File: config.mk
export PLATFORM = sky130hd
export DESIGN_NAME = syn_ram_arb
export DESIGN_NICKNAME = d
export VERILOG_FILES = /design/src/rtl/syn_ram_arb.sv
export SDC_FILE = /design/constraint.sdc
export NUM_CORES = 1
export LEC_CHECK = 0
export CORE_ASPECT_RATIO = 0.8
export CORE_MARGIN = 2
export CORE_UTILIZATION = 34
export CTS_CLUSTER_SIZE = 12
export DETAILED_ROUTE_END_ITERATION = 16
export PLACE_DENSITY = 0.77
export SLEW_MARGIN = 20
export SYNTH_ARGS = -nofsm -noshare
export SYNTH_HDL_FRONTEND = slang
export SYNTH_SLANG_ARGS = --single-unit
File: constraint.sdc
create_clock -name clk -period 1.88 [get_ports clk]
set_clock_uncertainty 0.2 [all_clocks]
set_input_delay 0.376 -clock clk [delete_from_list [all_inputs] [get_ports clk]]
set_output_delay 0.376 -clock clk [all_outputs]
set_load 0.01 [all_outputs]
File: src/rtl/syn_ram_arb.sv
// Two-port round-robin arbiter/sequencer with burst lock for the 32x8 syn_ram.
// Define SYN_RAM_ARB_FIXED_PRI_EN for fixed port-0 priority with port-0-only burst lock.
module syn_ram_arb #(
    parameter int unsigned DATA_W    = 8,
    parameter int unsigned ADDR_W    = 5,
    parameter int unsigned MAX_BURST = 4
) (
    input  logic              clk,
    input  logic              rst,
    input  logic              req0,
    input  logic              we0,
    input  logic [ADDR_W-1:0] addr0,
    input  logic [DATA_W-1:0] wdata0,
    input  logic              lock0,
    output logic              gnt0,
    output logic              rvalid0,
    output logic [DATA_W-1:0] rdata0,
    input  logic              req1,
    input  logic              we1,
    input  logic [ADDR_W-1:0] addr1,
    input  logic [DATA_W-1:0] wdata1,
    input  logic              lock1,
    output logic              gnt1,
    output logic              rvalid1,
    output logic [DATA_W-1:0] rdata1,
    output logic [DATA_W-1:0] ram_din,
    output logic [ADDR_W-1:0] ram_addr,
    output logic              ram_w_en,
    input  logic [DATA_W-1:0] ram_dout
);
    typedef enum logic [1:0] {
        OWN_NONE = 2'd0,
        OWN_P0   = 2'd1,
        OWN_P1   = 2'd2
    } owner_t;

    localparam logic [3:0] BURST_LIM = 4'(MAX_BURST);

    owner_t            owner, owner_nx;
    logic [3:0]        beat_cnt, beat_nx, beat_inc;
    logic              rd_pend0, rd_pend1;
    logic [ADDR_W-1:0] addr_q;
    logic [DATA_W-1:0] din_q;
    logic              cont0, cont1, lk1;
`ifndef SYN_RAM_ARB_FIXED_PRI_EN
    logic              prio, prio_nx;
    assign lk1 = lock1;
`else
    assign lk1 = 1'b0;
`endif

    // Saturate so a long-held lock cannot wrap back into burst-continue range
    assign beat_inc = (beat_cnt == 4'hF) ? beat_cnt : beat_cnt + 4'd1;

    always_comb begin
        gnt0     = 1'b0;
        gnt1     = 1'b0;
        owner_nx = OWN_NONE;
        beat_nx  = '0;
`ifndef SYN_RAM_ARB_FIXED_PRI_EN
        prio_nx  = prio;
`endif
        cont0 = (owner == OWN_P0) && req0 && lock0 && (beat_cnt < BURST_LIM);
        cont1 = (owner == OWN_P1) && req1 && lk1   && (beat_cnt < BURST_LIM);

        if (!rst) begin
            if (cont0)              gnt0 = 1'b1;
            else if (cont1)         gnt1 = 1'b1;
            else if (req0 && req1) begin
`ifdef SYN_RAM_ARB_FIXED_PRI_EN
                gnt0 = 1'b1;
`else
                if (prio) gnt1 = 1'b1;
                else      gnt0 = 1'b1;
`endif
            end
            else if (req0)          gnt0 = 1'b1;
            else if (req1)          gnt1 = 1'b1;
        end

        if (gnt0) begin
`ifndef SYN_RAM_ARB_FIXED_PRI_EN
            prio_nx = 1'b1;
`endif
            if (lock0) begin
                owner_nx = OWN_P0;
                beat_nx  = (owner == OWN_P0) ? beat_inc : 4'd1;
            end
        end else if (gnt1) begin
`ifndef SYN_RAM_ARB_FIXED_PRI_EN
            prio_nx = 1'b0;
`endif
            if (lk1) begin
                owner_nx = OWN_P1;
                beat_nx  = (owner == OWN_P1) ? beat_inc : 4'd1;
            end
        end

        ram_w_en = (gnt0 & we0) | (gnt1 & we1);
        if (rst) begin
            ram_addr = '0;
            ram_din  = '0;
        end else if (gnt0) begin
            ram_addr = addr0;
            ram_din  = wdata0;
        end else if (gnt1) begin
            ram_addr = addr1;
            ram_din  = wdata1;
        end else begin
            ram_addr = addr_q;
            ram_din  = din_q;
        end
    end

    always_ff @(posedge clk) begin
        if (rst) begin
            owner    <= OWN_NONE;
            beat_cnt <= '0;
            rd_pend0 <= 1'b0;
            rd_pend1 <= 1'b0;
            addr_q   <= '0;
            din_q    <= '0;
`ifndef SYN_RAM_ARB_FIXED_PRI_EN
            prio     <= 1'b0;
`endif
        end else begin
            owner    <= owner_nx;
            beat_cnt <= beat_nx;
            rd_pend0 <= gnt0 & ~we0;
            rd_pend1 <= gnt1 & ~we1;
            addr_q   <= ram_addr;
            din_q    <= ram_din;
`ifndef SYN_RAM_ARB_FIXED_PRI_EN
            prio     <= prio_nx;
`endif
        end
    end

    // A read pending across a reset edge must not surface while rst is held
    assign rvalid0 = rd_pend0 & ~rst;
    assign rvalid1 = rd_pend1 & ~rst;
    assign rdata0  = ram_dout;
    assign rdata1  = ram_dout;

endmodule
Wiring heat map:
15 x 12 tiles, from dark blue (low) to red (high), scaled to the fullest tile. Values are wire area over tile area, all layers added.
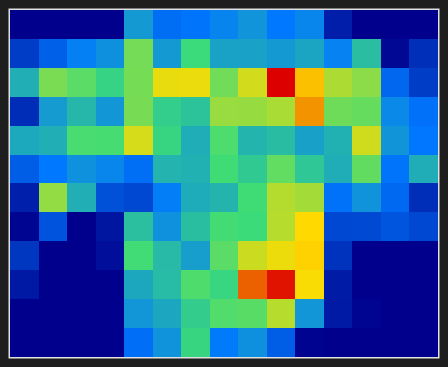
The fullest tile reaches 0.53. 26% of the tiles are over half the peak. The mean over all tiles is 0.17. The emptiest ninth of the die: south-west. 21% of the tiles are nearly empty.
overall routed net length: 4660 um
via total after detailed routing: 1,439
GR Util All Layers: 0.223

Placed standard cells:
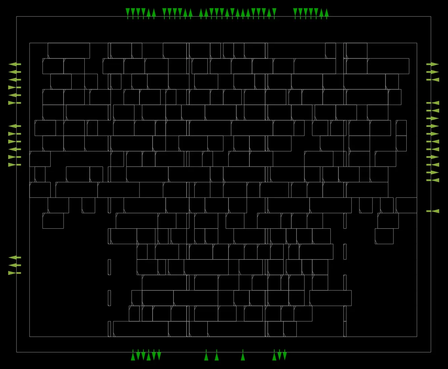
FFs & Latches: 22
number of placement rows: 19

Clock distribution:
Bar = 20 um.
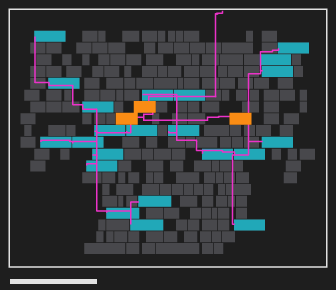
Key: flip-flops = cyan [count 22]; clock wires = magenta [length 267 um]; clock-net drivers = orange [count 3]
There are 4 routed clock nets.

==> impl_metrics.csv <==
group,metric,value,unit
grt,met3_usage,0.0459,
routing,remaining_drc_errors,0,
grt,global_route_wire_length_before_repair,7380,um
die,fp.dieW,72.8,um
power,worst_ir_drop_vdd,0.331,mV
placement,detailed_place_hpwl,2790,um
grt,antenna_violations_before_repair,0,
synth,yosysSeqAreaShare,0.342,
worst_setup_path,setup.worst_path.start_class,"register",
worst_setup_path,critical-path-max-stage-delay,360,ps
placement,quantity_of_i_o_buffers_inserted_on_ports,51,
hold_path,hold_end,"beat_cnt[3]",
synth,post_synth.cell_area_avg,9.76,um^2
synth,synthDominantAreaCellType,"dfxtp_1",
cts,tritoncts,"yes",
worst_setup_path,r2r_end,"beat_cnt[3]",
cts,cts_buf_count,3,
layout,layout_top_cell,"buf_4",
worst_setup_path,timing.reg2reg.setup_slack,-520,ps
synth,fp_nets,175,
cts,ctsHtreeMaxLevel,1,
worst_setup_path,worst-endpoint-arrival,1850,ps
synth,synthesis.instances,132,
synth,yosys-stat-cells,132,
run_status,violated_checks,"negative setup slack",
flow_run,max_cap_violations,0,
cts,clkTransAtPathRegs,80,ps
cts,clk_latency,260,ps
worst_setup_path,reg2reg_depth,8,
synth,async_reset_ff_frac,0,
worst_setup_path,critPathSlowestCell,"a221o_1",
routing,detailedRoute.firstPassIterationCount,4,
timing,timing.final.setup_violations,25,
grt,globalRouteMet1Util,0.277,
timing,drv_slew,0,
hold_path,worst_hold_startpoint,"beat_cnt[1]",
placement,place_ws,-1070,ps
grt,groute.layer.met2.usage,0.390,
layout,total_nets_final,261,
layout,num_antenna_cells,0,
worst_setup_path,endpoint_kind,"primary output",
grt,grt.busiest_layer,"met2",
hold_path,min_delay_path_depth,2,
grt,globalRouteOverflowTotal,0,
layout,layoutNonFillerInstCount,259,
placement,placed_instances,232,
routing,routed_wire_length_per_instance,18.0,um
run_status,status,"complete, but fails checks",
routing,detail-route-antenna-nets,0,
placement,place_congestion,0.901,
synth,ys.flop_type,"dfxtp_1",
die,design.die.area,4300,um^2
timing,fin_hold_ws,359,ps
timing,slew_at_the_pin_closest_to_its_max_slew_limit,327,ps
synth,syn_area,1290,um^2
timing,fin_ws,-548,ps
worst_setup_path,critical_path.reg2reg.startpoint,"owner[1]",
die,core_area,3520,um^2
power,power,0.00123,W
layout,fin_util,0.637,
synth,synth_flops,22,
timing,layout_min_cycle_time,2430,ps
synth,synth_cell_types,38,
cts,root_buffer,"clkbuf_8",
synth,ys_area,1290,um^2
layout,layout_top_cells,"buf_4 (32), clkdlybuf4s50_1 (28), a221o_1 (26)",
timing,timing.final.crit_share,1.29,
grt,grt_max_degree,14,
die,core_util_floorplan,0.366,
timing,final_hold_viol_count,0,
grt,number_of_global_route_vias_before_repair,1453,
power,p_leak,0.969,nW
routing,drt-vias-per-instance,5.56,
timing,timing.fmax,412,MHz
worst_setup_path,critical_path.max_fanout,6,
power,powerDensity,550,nW/um^2
timing,rsz0062_at_grt,"true",
report_power, final:
group	switching, W	internal (W)
combinational	0.000157	0.000230
sequential	0.0000111	0.000498
clock	0.000149	0.000187
total	0.000317	0.000915
logic make-up after synthesis:
family          after synthesis  synth area share
simple gates                 38             0.191
buf+inv                      24             0.123
fa+ha+maj                     1           0.00971
xor+xnor                      1           0.00680
flops                        22             0.342
mux                           1           0.00777
compound gates               45             0.319
stage by stage:
step / instance area, um^2 / setup TNS, ps
after floorplan: 1340 / -1330
after global placement: 1980 / -22380
after detailed placement: 1980 / -23780
after CTS: 2260 / -10050
after global routing: 2240 / -10960
final: 2240 / -9570
state kept, by name, summed over array words and instances (netlist names):
name	flops
din_q	8
beat_cnt	4
rd_pend1	1
prio	1
rd_pend0	1
addr_q	5
owner	2
Yosys cell counts (all sizes together), types with 2 or more instances:
| cell type | count |
|---|---|
| nor2b | 4 |
| buf | 19 |
| inv | 2 |
| and2 | 13 |
| nand2b | 3 |
| nand3 | 3 |
| o211ai | 2 |
| dfxtp | 22 |
| a21oi | 6 |
| clkbuf | 3 |
| nor2 | 2 |
| o21ai | 2 |
| nor3 | 5 |
| a221o | 26 |
routing by layer:
metal | vias up | share of wire
li1 | 673 | -
met1 | 712 | 0.42
met2 | 45 | 0.52
met3 | 9 | 0.040
met4 | 0 | 0.014
met5 | - | 0
critical path: cells and delay by family, from the launching register on:
family	cells	cell delay, ps
simple gates	1	290
buf+inv	2	290
compound gates	3	660
flops	1	350
timing repair:
action / in CTS / in global routing
buffers inserted: 18 / 8
hold endpoints to repair: 0 / 0
gates resized: 96 / 14
hold buffers: 0 / 0
cloned: 3 / 0
endpoints found under the setup margin: 34 / 33
pin swaps: 26 / 17
layout make-up:
| type | count | area [um^2] |
|---|---|---|
| Sequential cell | 22 | 444 |
| Inverter | 2 | 7.51 |
| Fill cell | 275 | 1280 |
| Clock buffer | 4 | 55.1 |
| Timing Repair Buffer | 103 | 918 |
| Tap cell | 42 | 52.6 |
| Multi-Input combinational cell | 86 | 762 |
how the worst max path moves through the flow:
stage | startpoint | endpoint | slack [ps] | cells past startpoint
6_report | owner[1] | ram_addr[2] | -550 | 6
5_1_grt | owner[1] | ram_din[6] | -600 | 7
3_5_place_dp | req1 | ram_addr[0] | -1070 | 7
3_3_place_gp | req0 | ram_addr[3] | -1010 | 8
4_1_cts | beat_cnt[2] | ram_addr[0] | -570 | 7
2_1_floorplan | owner[1] | ram_addr[3] | -100 | 5
No activity file was given, so power comes from the tool's default toggle rates.
